==> run_1/pdn.png <==
Scale bar: 50 um. Pins as bars on the die edge. Tap cells in gray.
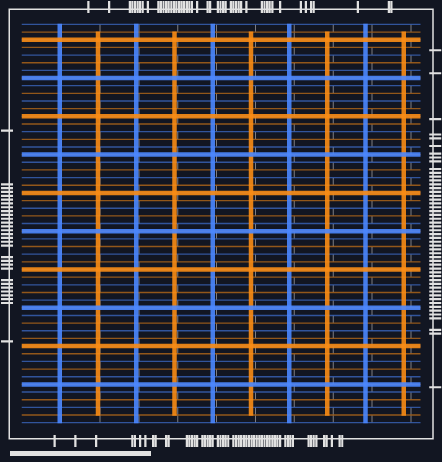
==> run_1/cell_classes.png <==
Scale bar: 50 um.
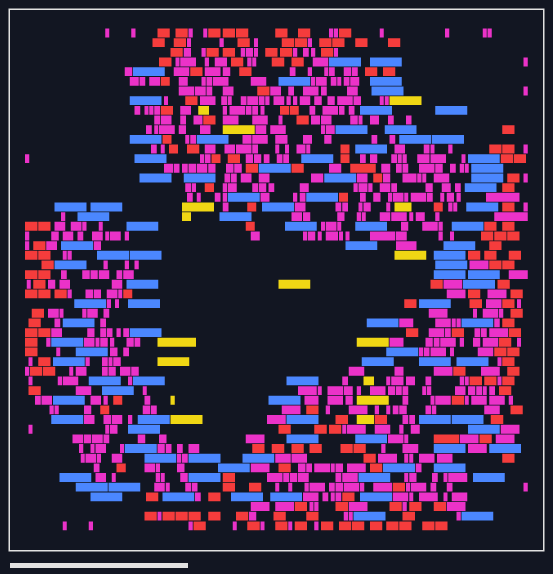
==> run_1/clock_map.png <==
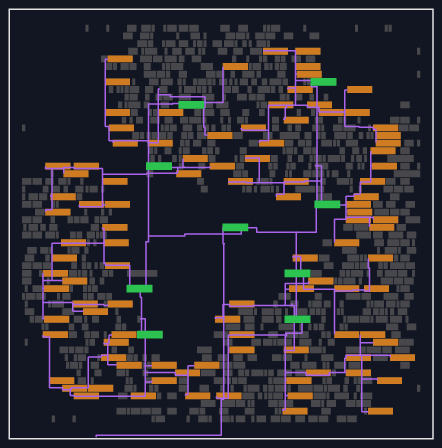
==> config.mk <==
export PLATFORM = sky130hd
export DESIGN_NAME = cg_iteration_sequencer
export DESIGN_NICKNAME = d
export VERILOG_FILES = /design/src/rtl/cg_iteration_sequencer.sv
export SDC_FILE = /design/constraint.sdc
export NUM_CORES = 1
export LEC_CHECK = 0
export CELL_PAD_IN_SITES_DETAIL_PLACEMENT = 0
export CELL_PAD_IN_SITES_GLOBAL_PLACEMENT = 1
export CORE_AREA = 4 4 146 148
export CTS_CLUSTER_SIZE = 40
export DETAILED_ROUTE_END_ITERATION = 10
export DIE_AREA = 0 0 150 152
export PLACE_DENSITY = 0.88
export SYNTH_ARGS = -nofsm -noshare
export SYNTH_HDL_FRONTEND = slang
export SYNTH_SLANG_ARGS = --single-unit
==> constraint.sdc <==
create_clock -name clk -period 3.2 [get_ports clk]
set_clock_uncertainty 0.05 [all_clocks]
set_input_delay 0.32 -clock clk [delete_from_list [all_inputs] [get_ports clk]]
set_output_delay 0.32 -clock clk [all_outputs]
set_load 0.005 [all_outputs]
==> impl_metrics.env <==
# source this file to load flow results
export IMPL_yosys_area_share_simple=0.172
export IMPL_start_kind="register"
export IMPL_pin_count=189
export IMPL_slew_headroom=0.466
export IMPL_clock_root_buffer="clkbuf_16"
export IMPL_outcome="finished clean"
export IMPL_drt_initial_drc_count=268
export IMPL_ys_chip_area_um2=6520
export IMPL_drc=0
export IMPL_hpwl_mm=13.1
export IMPL_fmax_mhz=339
export IMPL_cts_buffers=9
export IMPL_finalClockPeriodUsage=0.921
export IMPL_required_ns=3.41
export IMPL_drive_gt1_frac=0.0903
export IMPL_crit_arrival_ns=3.16
export IMPL_grt_util_all_layers=0.150
export IMPL_layout_min_cycle_time_ns=2.95
export IMPL_totalWireLength_mm=16.9
export IMPL_synthFlopType="dfrtp_1"
export IMPL_total_power_w=0.00378
export IMPL_antenna_found_initial=0
export IMPL_initial_core_util=0.325
export IMPL_critPathMaxFanout=7
export IMPL_preCtsSetupSlack_ns=0.165
export IMPL_yosys_warnings=0
export IMPL_synth_xor_area_share=0.0524
export IMPL_first_pass_iters=5
export IMPL_grt_max_degree=63
export IMPL_die_area_um2=22800
export IMPL_critPathKind="reg -> reg"
export IMPL_logic_family="simple AND/OR/NAND/NOR gates"
export IMPL_clock_sinks=101
export IMPL_async_flop_share=1.00
export IMPL_rsz0062_at_grt="no"
export IMPL_drv_slew=0
export IMPL_wl_per_cell_um=15.1
export IMPL_maxCapViolations=0
export IMPL_warning_count=30
export IMPL_setup_viol=0
export IMPL_syn_to_final_growth_pct=33.2
export IMPL_vias=5387
export IMPL_end_kind="register"
export IMPL_nNetsFinal=996
export IMPL_drtAntennaViolNets=0
export IMPL_hold_viol_final=0
export IMPL_r2r_cells=11
export IMPL_power_density_nw_per_um2=435
export IMPL_yosys_area_share_adder=0.107
export IMPL_grt_pass1_vias=5492
export IMPL_syn_area_um2=6520
export IMPL_ctsHoldBuffers=0
export IMPL_overflow=0
export IMPL_numPortBuffers=156
export IMPL_ys_types=61
export IMPL_syn_avg_cell_area_um2=9.52
export IMPL_setup_tns_ns=0
export IMPL_ys_seq_frac=0.388
export IMPL_ys_ff=101
export IMPL_ys_sh_mux=0.0818
export IMPL_p_leak_nw=3.98
export IMPL_fin_ws_ns=0.253
export IMPL_cts_buffer_depth=2
export IMPL_via_per_inst=4.80
export IMPL_synthCells=685
export IMPL_cts_tree="built"
export IMPL_grt_first_pass_wirelength_mm=27.9
export IMPL_yosysCellCount=685
export IMPL_clk_pin_slew_ns=0.07
export IMPL_cts_htree_levels=3
export IMPL_gp_congestion=0.864
export IMPL_cts_setup_buffers=0
export IMPL_synth_edff_count=0
export IMPL_min_delay_path_class="in -> async"
export IMPL_antenna_cells=0
export IMPL_place_area_um2=8360
export IMPL_worst_slew_pin_slew_ns=0.801
export IMPL_aoi_share=0.112
export IMPL_r2r_slack_ns=0.25
Notes on pdn.png above:
legend:
  VSS:
    color: blue
  VDD:
    color: orange
rows: 52
met5 straps: 10
met4 straps: 10
signal pins: 189
met1 rails: 53
Die Y: 152 um
worst vdd ir: 0.205 mV
die width: 150 um
core area: 20000 um^2

Notes on cell_classes.png above:
legend:
  clock drivers and dummy loads:
    color: yellow
    cells: 16
    share_of_their_area: 3.7%
  other buffers and delay cells:
    color: red
    cells: 176
    share_of_their_area: 21%
  flip-flops:
    color: blue
    cells: 101
    share_of_their_area: 30%
  all other logic:
    color: magenta
    cells: 560
    share_of_their_area: 45%
flop share of the area: 0.291
fin area: 8680 um^2
fin util: 0.433
FP Rows: 52

Notes on clock_map.png above:
legend:
  cells driving clock nets:
    color: green
    count: 9
  clock wires:
    color: purple
    length: 1500 um
  flip-flops:
    color: orange
    count: 101
flops lie: widely spread
Clk Latency, worst-skew pair: 0.35 ns
Clk pwr share: 0.306
Clk. pwr: 0.00116 W

[run 1: synth_stat cells (3+ instances only)]
| cell | n | area, um^2 |
|---|---|---|
| a21o_1 | 4 | 30.0 |
| a21oi_1 | 29 | 145 |
| a31oi_1 | 5 | 31.3 |
| and3_1 | 9 | 56.3 |
| and4_1 | 6 | 52.6 |
| buf_2 | 3 | 15.0 |
| buf_4 | 32 | 240 |
| buf_6 | 3 | 33.8 |
| clkbuf_1 | 17 | 63.8 |
| dfrtp_1 | 101 | 2530 |
| ha_1 | 56 | 701 |
| inv_1 | 57 | 214 |
| mux2_2 | 4 | 45.0 |
| mux2_4 | 29 | 435 |
| nand2_1 | 50 | 188 |
| nand2b_1 | 6 | 37.5 |
| nand3_1 | 27 | 135 |
| nand4_1 | 17 | 106 |
| nor2_1 | 63 | 236 |
| nor2b_1 | 4 | 25.0 |
| nor3_1 | 11 | 55.1 |
| nor4_1 | 12 | 75.1 |
| o211ai_1 | 5 | 37.5 |
| o21ai_0 | 42 | 210 |
| o31ai_1 | 9 | 67.6 |
| or3_1 | 6 | 37.5 |
| xnor2_1 | 15 | 131 |
| xor2_1 | 24 | 210 |
[run 1: layout by cell type, fill, tap and decap left out, types with 4 or more instances in the layout]
cell type	instances
nor2_1	63
and4_1	6
nor3_1	10
a21o_1	4
mux2_2	4
o31ai_1	9
o21ai_0	42
and3_1	9
nor2b_1	4
a31oi_1	5
dfrtp_1	101
inv_1	56
or3_1	6
mux2_4	29
clkdlybuf4s50_1	156
buf_4	18
nand2b_1	6
nor4_1	11
o211ai_1	5
nand3_1	27
a21oi_1	29
ha_1	56
clkbuf_16	9
conb_1	32
xnor2_1	15
xor2_1	24
nand2_1	50
nand4_1	17
[run 1: worst max-delay path, cell delays in order, from the launching register on]
cell and delay [ns]:
dfrtp_1 0.45, and3_1 0.25, nand4_1 0.26, nor2_1 0.35, nand3_1 0.16, xnor2_1 0.15
ha_1 0.31, nand4_1 0.10, a311oi_1 0.05, buf_4 0.16, or3_1 0.40, o21ai_0 0.18
[run 1: timing repair]
item / CTS / global route
hold endpoints to repair: 0 / 0
resized: 0 / 2
setup endpoints to repair: 0 / 3
[run 1: report_power, final]
part / leakage, nW / total (W) / switching [W] / internal, W
Sequential: 1.38 / 0.00157 / 0.000149 / 0.00142
Clock: 0.149 / 0.00116 / 0.000502 / 0.000655
Combinational: 2.45 / 0.00106 / 0.000516 / 0.000542
[run 1: area by class of cell]
| cell class | instances | area, um^2 |
|---|---|---|
| clock inverters | 4 | 55.1 |
| well taps | 270 | 338 |
| flip-flops and latches | 101 | 2530 |
| inverters | 57 | 216 |
| clock buffers | 12 | 256 |
| repair buffers | 176 | 1740 |
| multi-input cells | 503 | 3550 |
| fillers | 1952 | 11400 |
[run 1: per-layer routing]
layer / global-route usage / routed length [um]
met1: 0.191 / 7520
met2: 0.259 / 8440
met3: 0.0203 / 715
met4: 0.0532 / 264
met5: 0 / 0
[run 1: metrics by stage]
step | hold slack, ns | std cells
finish | 0.429 | 1123
global route | 0.462 | 1123
global placement | 0.422 | 1107
CTS | 0.453 | 1123
detailed placement | 0.436 | 1107
floorplan | 0.387 | 716
No activity file was given, so power comes from the tool's default toggle rates.
